<file path="src/rtl/noc_params.sv">
// -----------------------------------------------------------------------------
// noc_params
// Shared router parameters, flit/lock types and small helper functions for
// the output-port lock scheduler and its round-robin picker.
//   PORT_NUM  : router input ports (= output ports)
//   VC_NUM    : virtual channels per port
//   PORT_SIZE : bits needed for a port index
//   VC_SIZE   : bits needed for a VC index
// -----------------------------------------------------------------------------
package noc_params;

  localparam int PORT_NUM  = 5;
  localparam int VC_NUM    = 2;
  localparam int PORT_SIZE = $clog2(PORT_NUM);
  localparam int VC_SIZE   = $clog2(VC_NUM);

  typedef logic [PORT_SIZE-1:0] port_t;
  typedef logic [VC_SIZE-1:0]   vc_t;

  typedef enum logic [1:0] {
    HEAD     = 2'd0,
    BODY     = 2'd1,
    TAIL     = 2'd2,
    HEADTAIL = 2'd3
  } flit_label_t;

  typedef enum logic {
    FREE   = 1'b0,
    LOCKED = 1'b1
  } lock_state_t;

  // HEAD and HEADTAIL both open a packet and therefore compete in arbitration.
  function automatic logic isHeadLabel(input flit_label_t label);
    return (label == HEAD) || (label == HEADTAIL);
  endfunction

  // Port index plus one, wrapping back to port 0 after the last port.
  function automatic port_t nextPort(input port_t p);
    return (p == port_t'(PORT_NUM - 1)) ? '0 : p + port_t'(1);
  endfunction

endpackage

</file>
<file path="src/rtl/rr_priority_picker.sv">
// -----------------------------------------------------------------------------
// rr_priority_picker
// Purely combinational round-robin picker: scans the request vector starting
// at the pointer position, wrapping mod PORT_NUM, and selects the first set
// request.
// Ports:
//   i_req   [PORT_NUM]  request per input port
//   i_ptr   port_t      highest-priority position this cycle
//   o_grant [PORT_NUM]  one-hot grant (all zero if nothing requested)
//   o_index port_t      index of the granted request
//   o_valid 1           some request was granted
// -----------------------------------------------------------------------------
module rr_priority_picker
  import noc_params::*;
(
  input  logic [PORT_NUM-1:0] i_req,
  input  port_t               i_ptr,
  output logic [PORT_NUM-1:0] o_grant,
  output port_t               o_index,
  output logic                o_valid
);

  logic [PORT_SIZE:0] w_pos;

  // Walk positions ptr, ptr+1, ... (mod PORT_NUM); the first hit wins and
  // later hits are ignored via o_valid.
  always_comb begin
    o_grant = '0;
    o_index = '0;
    o_valid = 1'b0;
    w_pos   = '0;
    for (int i = 0; i < PORT_NUM; i++) begin
      w_pos = {1'b0, i_ptr} + (PORT_SIZE + 1)'(i);
      if (w_pos >= (PORT_SIZE + 1)'(PORT_NUM)) begin
        w_pos = w_pos - (PORT_SIZE + 1)'(PORT_NUM);
      end
      if (!o_valid && i_req[w_pos[PORT_SIZE-1:0]]) begin
        o_valid                     = 1'b1;
        o_index                     = w_pos[PORT_SIZE-1:0];
        o_grant[w_pos[PORT_SIZE-1:0]] = 1'b1;
      end
    end
  end

endmodule

</file>
<file path="src/rtl/output_port_lock_scheduler.sv">
// -----------------------------------------------------------------------------
// output_port_lock_scheduler
// Wormhole output-port scheduler. Each output arbitrates round-robin among
// HEAD/HEADTAIL flits while FREE; a winning HEAD locks the output to its input
// port and downstream VC until that input's TAIL is granted. Grants go back
// to the input blocks combinationally; crossbar/VC selects are registered for
// the switch-traversal stage.
// Ports:
//   clk, rst              clock, asynchronous active-high reset
//   req_i                 input p presents a flit this cycle
//   req_out_port_i        target output of p's flit
//   req_flit_label_i      HEAD/BODY/TAIL/HEADTAIL
//   req_downstream_vc_i   downstream VC carried by HEAD/HEADTAIL
//   on_off_i              downstream ready per output/VC
//   grant_o               flit of input p accepted this cycle (comb)
//   valid_sel_o           output o carries a flit this cycle (reg)
//   crossbar_sel_o        input port driving output o (reg)
//   vc_sel_o              downstream VC for output o's flit (reg)
//   locked_o              output o is LOCKED (reg)
//   err_o                 sticky protocol-error flag per output (reg), present
//                         only when OUTPUT_LOCK_ERR_EN is defined
// Build option: OUTPUT_LOCK_ERR_EN
// -----------------------------------------------------------------------------
module output_port_lock_scheduler
  import noc_params::*;
(
  input  logic                            clk,
  input  logic                            rst,
  input  logic [PORT_NUM-1:0]             req_i,
  input  port_t [PORT_NUM-1:0]            req_out_port_i,
  input  flit_label_t [PORT_NUM-1:0]      req_flit_label_i,
  input  vc_t [PORT_NUM-1:0]              req_downstream_vc_i,
  input  logic [PORT_NUM-1:0][VC_NUM-1:0] on_off_i,
  output logic [PORT_NUM-1:0]             grant_o,
  output logic [PORT_NUM-1:0]             valid_sel_o,
  output port_t [PORT_NUM-1:0]            crossbar_sel_o,
  output vc_t [PORT_NUM-1:0]              vc_sel_o,
  output logic [PORT_NUM-1:0]             locked_o
`ifdef OUTPUT_LOCK_ERR_EN
  ,
  output logic [PORT_NUM-1:0]             err_o
`endif
);

  lock_state_t [PORT_NUM-1:0] r_state;
  port_t [PORT_NUM-1:0]       r_owner;
  vc_t [PORT_NUM-1:0]         r_ownerVc;
  port_t [PORT_NUM-1:0]       r_rrPtr;
  logic [PORT_NUM-1:0]        r_validSel;
  port_t [PORT_NUM-1:0]       r_crossbarSel;
  vc_t [PORT_NUM-1:0]         r_vcSel;

  logic [PORT_NUM-1:0][PORT_NUM-1:0] w_headReq;
  logic [PORT_NUM-1:0][PORT_NUM-1:0] w_pickGrant;
  logic [PORT_NUM-1:0][PORT_NUM-1:0] w_outGrant;
  port_t [PORT_NUM-1:0]              w_pickIdx;
  port_t [PORT_NUM-1:0]              w_winner;
  logic [PORT_NUM-1:0]               w_pickValid;
  logic [PORT_NUM-1:0]               w_ownerGo;
  logic [PORT_NUM-1:0]               w_outValid;

  // Per-output eligibility. A FREE output only sees heads whose chosen
  // downstream VC is ready; a LOCKED output only sees its owner's BODY/TAIL,
  // gated by the ready bit of the VC captured at lock time.
  always_comb begin
    w_headReq = '0;
    w_ownerGo = '0;
    for (int o = 0; o < PORT_NUM; o++) begin
      for (int p = 0; p < PORT_NUM; p++) begin
        if (req_i[p] && (req_out_port_i[p] == port_t'(o))) begin
          if (r_state[o] == FREE) begin
            if (isHeadLabel(req_flit_label_i[p])) begin
              w_headReq[o][p] = on_off_i[o][req_downstream_vc_i[p]];
            end
          end else if ((r_owner[o] == port_t'(p)) && !isHeadLabel(req_flit_label_i[p])) begin
            w_ownerGo[o] = on_off_i[o][r_ownerVc[o]];
          end
        end
      end
    end
  end

  for (genvar o = 0; o < PORT_NUM; o++) begin : g_pick
    rr_priority_picker u_pick (
      .i_req   (w_headReq[o]),
      .i_ptr   (r_rrPtr[o]),
      .o_grant (w_pickGrant[o]),
      .o_index (w_pickIdx[o]),
      .o_valid (w_pickValid[o])
    );
  end

  // Select the winner per output (picker when FREE, owner when LOCKED) and
  // fold the per-output grants into one grant per input. Each input targets
  // only one output, so the OR never merges two grants for the same input.
  always_comb begin
    w_outGrant = '0;
    w_winner   = '0;
    w_outValid = '0;
    grant_o    = '0;
    for (int o = 0; o < PORT_NUM; o++) begin
      if (r_state[o] == FREE) begin
        w_outGrant[o] = w_pickGrant[o];
        w_winner[o]   = w_pickIdx[o];
        w_outValid[o] = w_pickValid[o];
      end else begin
        w_outGrant[o][r_owner[o]] = w_ownerGo[o];
        w_winner[o]               = r_owner[o];
        w_outValid[o]             = w_ownerGo[o];
      end
      grant_o = grant_o | w_outGrant[o];
    end
  end

  // Lock FSM plus registered switch selects. Only head grants on a FREE
  // output advance the round-robin pointer; a HEADTAIL leaves the output
  // FREE. Selects hold their value on idle cycles, only valid drops.
  always_ff @(posedge clk or posedge rst) begin
    if (rst) begin
      for (int o = 0; o < PORT_NUM; o++) begin
        r_state[o]       <= FREE;
        r_owner[o]       <= '0;
        r_ownerVc[o]     <= '0;
        r_rrPtr[o]       <= '0;
        r_crossbarSel[o] <= '0;
        r_vcSel[o]       <= '0;
      end
      r_validSel <= '0;
    end else begin
      for (int o = 0; o < PORT_NUM; o++) begin
        r_validSel[o] <= w_outValid[o];
        if (w_outValid[o]) begin
          r_crossbarSel[o] <= w_winner[o];
          if (r_state[o] == FREE) begin
            r_vcSel[o] <= req_downstream_vc_i[w_winner[o]];
            r_rrPtr[o] <= nextPort(w_winner[o]);
            if (req_flit_label_i[w_winner[o]] == HEAD) begin
              r_state[o]   <= LOCKED;
              r_owner[o]   <= w_winner[o];
              r_ownerVc[o] <= req_downstream_vc_i[w_winner[o]];
            end
          end else begin
            r_vcSel[o] <= r_ownerVc[o];
            if (req_flit_label_i[w_winner[o]] == TAIL) begin
              r_state[o] <= FREE;
            end
          end
        end
      end
    end
  end

  // Output views of the registered state.
  always_comb begin
    for (int o = 0; o < PORT_NUM; o++) begin
      locked_o[o] = (r_state[o] == LOCKED);
    end
  end

  assign valid_sel_o    = r_validSel;
  assign crossbar_sel_o = r_crossbarSel;
  assign vc_sel_o       = r_vcSel;

`ifdef OUTPUT_LOCK_ERR_EN
  logic [PORT_NUM-1:0] w_protoErr;
  logic [PORT_NUM-1:0] r_err;

  // Protocol errors: a BODY/TAIL aimed at a FREE output, or a fresh head
  // from the input that already owns the LOCKED output.
  always_comb begin
    w_protoErr = '0;
    for (int o = 0; o < PORT_NUM; o++) begin
      for (int p = 0; p < PORT_NUM; p++) begin
        if (req_i[p] && (req_out_port_i[p] == port_t'(o))) begin
          if ((r_state[o] == FREE) && !isHeadLabel(req_flit_label_i[p])) begin
            w_protoErr[o] = 1'b1;
          end
          if ((r_state[o] == LOCKED) && (r_owner[o] == port_t'(p)) &&
              isHeadLabel(req_flit_label_i[p])) begin
            w_protoErr[o] = 1'b1;
          end
        end
      end
    end
  end

  // Sticky error flags, cleared only by reset.
  always_ff @(posedge clk or posedge rst) begin
    if (rst) begin
      r_err <= '0;
    end else begin
      r_err <= r_err | w_protoErr;
    end
  end

  assign err_o = r_err;
`endif

endmodule
</file>
<file path="config.mk">
export PLATFORM = sky130hd
export DESIGN_NAME = output_port_lock_scheduler
export DESIGN_NICKNAME = d
export VERILOG_FILES = /design/src/rtl/noc_params.sv /design/src/rtl/rr_priority_picker.sv /design/src/rtl/output_port_lock_scheduler.sv
export SDC_FILE = /design/constraint.sdc
export NUM_CORES = 1
export LEC_CHECK = 0
export CORE_ASPECT_RATIO = 1.5
export CORE_MARGIN = 1
export CORE_UTILIZATION = 50
export CTS_CLUSTER_DIAMETER = 40
export CTS_CLUSTER_SIZE = 16
export DETAILED_ROUTE_END_ITERATION = 10
export PLACE_DENSITY = 0.7
export SYNTH_ARGS = -nofsm -noshare
export SYNTH_HDL_FRONTEND = slang
export SYNTH_SLANG_ARGS = --single-unit
</file>
<file path="constraint.sdc">
create_clock -name clk -period 6.05 [get_ports clk]
set_clock_uncertainty 0.2 [all_clocks]
set_input_delay 0.9075 -clock clk [delete_from_list [all_inputs] [get_ports clk]]
set_output_delay 0.9075 -clock clk [all_outputs]
set_load 0.01 [all_outputs]
</file>
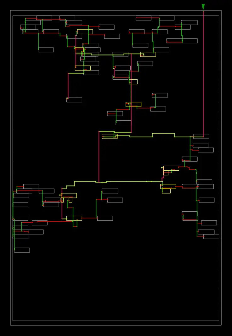
final_clocks.png
clk_lat worst skew: 0.36 ns
clock buffers: 13

==> flow_metrics.tcl <==
# collected from the flow reports
set metrics [dict create \
    ant_nets 0 \
    tool_warnings 60 \
    wl_met2_um 25500 \
    post-dp-hpwl_um 41900 \
    finalSetupViolCount 1 \
    inverters_excl_clock 71 \
    wirelength_um 52900 \
    grt_pass1_wl_um 78700 \
    drt_pre_antenna_iters 7 \
    synth_xor_xnor_area_share_pct 3.38 \
    top_area_share_pct 14.1 \
    design.seq.count 65 \
    timing.final.crit_share_pct 100 \
    wl_met3_um 4500 \
    endpoint "grant_o[4]" \
    synth-compound-area-share_pct 28.8 \
    worst-path-buf-inv 5 \
    r2r_cells 16 \
    dominant_cells "logic gates" \
    cp_slowest_cell "xnor2_1" \
    ys_cells 1502 \
    buf_share_pct 17.4 \
    fp.coreArea_um2 22500 \
    drt-vias-per-instance 7.06 \
    hold_path_depth 2 \
    worst_pin_slew_ns 0.922 \
    ys.flops 65 \
    cts-root-buf "clkbuf_16" \
    flop_area_um2 1630 \
    slew-limit-headroom_pct 37.9 \
    crit_top_cell "buf_4" \
    top_layer_used "met4" \
    r2r_slack_ns 0.79 \
    clk_path_buf_depth 2 \
    drive_above_1_share_pct 21.1 \
    grt_max_degree 42 \
    area_leaders "dfrtp_1 14%, mux2i_1 8.0%, ha_1 5.6%, nor2_1 4.1%, a21oi_1 3.5%" \
    logic_family "simple AND/OR/NAND/NOR gates" \
    synth-main-ff-cell "dfrtp_1" \
    worstReg2RegStart "r_rrPtr[4]" \
    portBuffers 81 \
    comb_area_share_pct 65.4 \
    cpLargestDelayFamily "buffers and inverters" \
    cp_max_fo 6 \
    grt_pass1_vias 13500 \
    synth.distinct_cells 112 \
    hold_viol_final 0 \
    path_clk_slew_ns 0.06 \
    drv_slew 0 \
    drc 0 \
    dr.first_iter.drc_count 1389 \
    nWellTaps 276 \
    fp_util_pct 51.4 \
    r2r-end "r_owner[3]" \
    hold_class "register to register" \
    max_stage_delay_ns 0.57 \
    num_antenna_cells 1 \
    cp_data_required_time_ns 4.94 \
    syn_to_final_growth_pct 27.0 \
    final_util_pct 65.3 \
    grt-ovfl-total 0 \
    synthesis.area_um2 11500 \
    ys_sh_mux_pct 12.9 \
    critical_path_arrival_ns 4.95 \
    ys_seq_share_pct 14.1 \
    nFillCells 1970 \
    synth_chip_area_um2 11500 \
    clkCellAreaFrac_pct 1.93 \
    cp-startpoint "req_flit_label_i[0]" \
    cp_num_cells 15 \
    drv_cap 0 \
    status "finished with violations" \
    cts.sink_count 65 \
    die-area_um2 23700 \
    signal_buffers 302 \
    endpoint_kind "output port" \
    track_usage_pct 43.7 \
    yosysWarnings 0 \
    yosys.area.top_type "dfrtp_1" \
    setup_slack_ns -0.00329 \
    fin_cells 2024 \
    seq_share_pct 11.1 \
    logic_area_um2 9590 \
    cts_buffers 9 \
    die_y_um 188 \
    min_from "crossbar_sel_o[13]" \
    violations "negative setup slack" \
    m1WireLength_um 18600 \
    dp.cells 2001 \
    globalplace.congestion 1.15 \
    synthArstFlopShare_pct 100 \
    nMultiInputCombCells 1294 \
    rsz0062_at_grt "yes" \
]
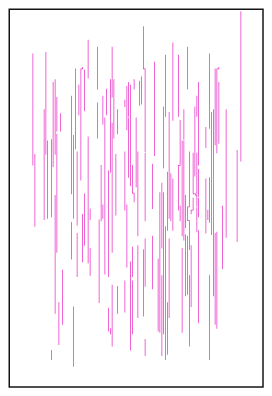
met4.png
Scale: 2 px per um.
wire length on this layer: 4290 um
main direction: vertical
longest straight run: 93.2 um
share of all routed wire: 8.1%
nets with wire on the layer: 116

sequential cells by signal, indices dropped and copies added (netlist names), named ones only:
| name | count |
|---|---|
| valid_sel_o | 5 |
| r_ownerVc | 5 |
| r_owner | 15 |
| r_rrPtr | 15 |
| crossbar_sel_o | 15 |
| vc_sel_o | 5 |
logic make-up after synthesis:
family / after synthesis
AND-OR/OR-AND: 460
XOR/XNOR: 42
adder cells (fa/ha/maj): 57
buffers and inverters: 143
flip-flops: 65
multiplexers: 137
AND/OR/NAND/NOR: 598
synth_stat cells (all sizes together), types with 12 or more instances:
library cell,count
nand4,25
and2,12
or3,19
o31ai,16
nand3b,15
buf,20
xnor2,35
mux2,41
and3,16
nor4,35
a22oi,18
dfrtp,65
nand2,102
a211oi,19
nor3b,12
nand2b,41
or4,13
o211ai,22
a21oi,84
nor2b,37
nand3,41
nor2,126
ha,52
nor3,51
a21o,15
mux2i,92
o22ai,22
o21ai,88
a31oi,22
clkbuf,52
inv,69
what timing repair did:
action | 4_1_cts | 5_1_grt
pin swaps | 2 | 6
setup buffers | 1 | 6
endpoints found under the setup margin | 5 | 5
hold buffers | 0 | 0
gates resized | 12 | 44
through the flow:
stage                     instance area (um^2)  hold slack [ns]  setup WS (ns)  setup TNS, ns
after global routing                     14700            0.315        -0.0864         -0.191
after CTS                                14400            0.297        -0.0330        -0.0330
after floorplan                          11500            0.304          0.879              0
after global placement                   14100            0.276         -0.227         -0.473
final                                    14700            0.289       -0.00329       -0.00329
after detailed placement                 14100            0.279         -0.171         -0.390
routing by layer:
metal,vias to the layer above,global-route usage (%)
met5,-,0
met4,0,30.4
met3,290,8.07
met2,931,74.9
met1,6766,48.7
li1,6294,-
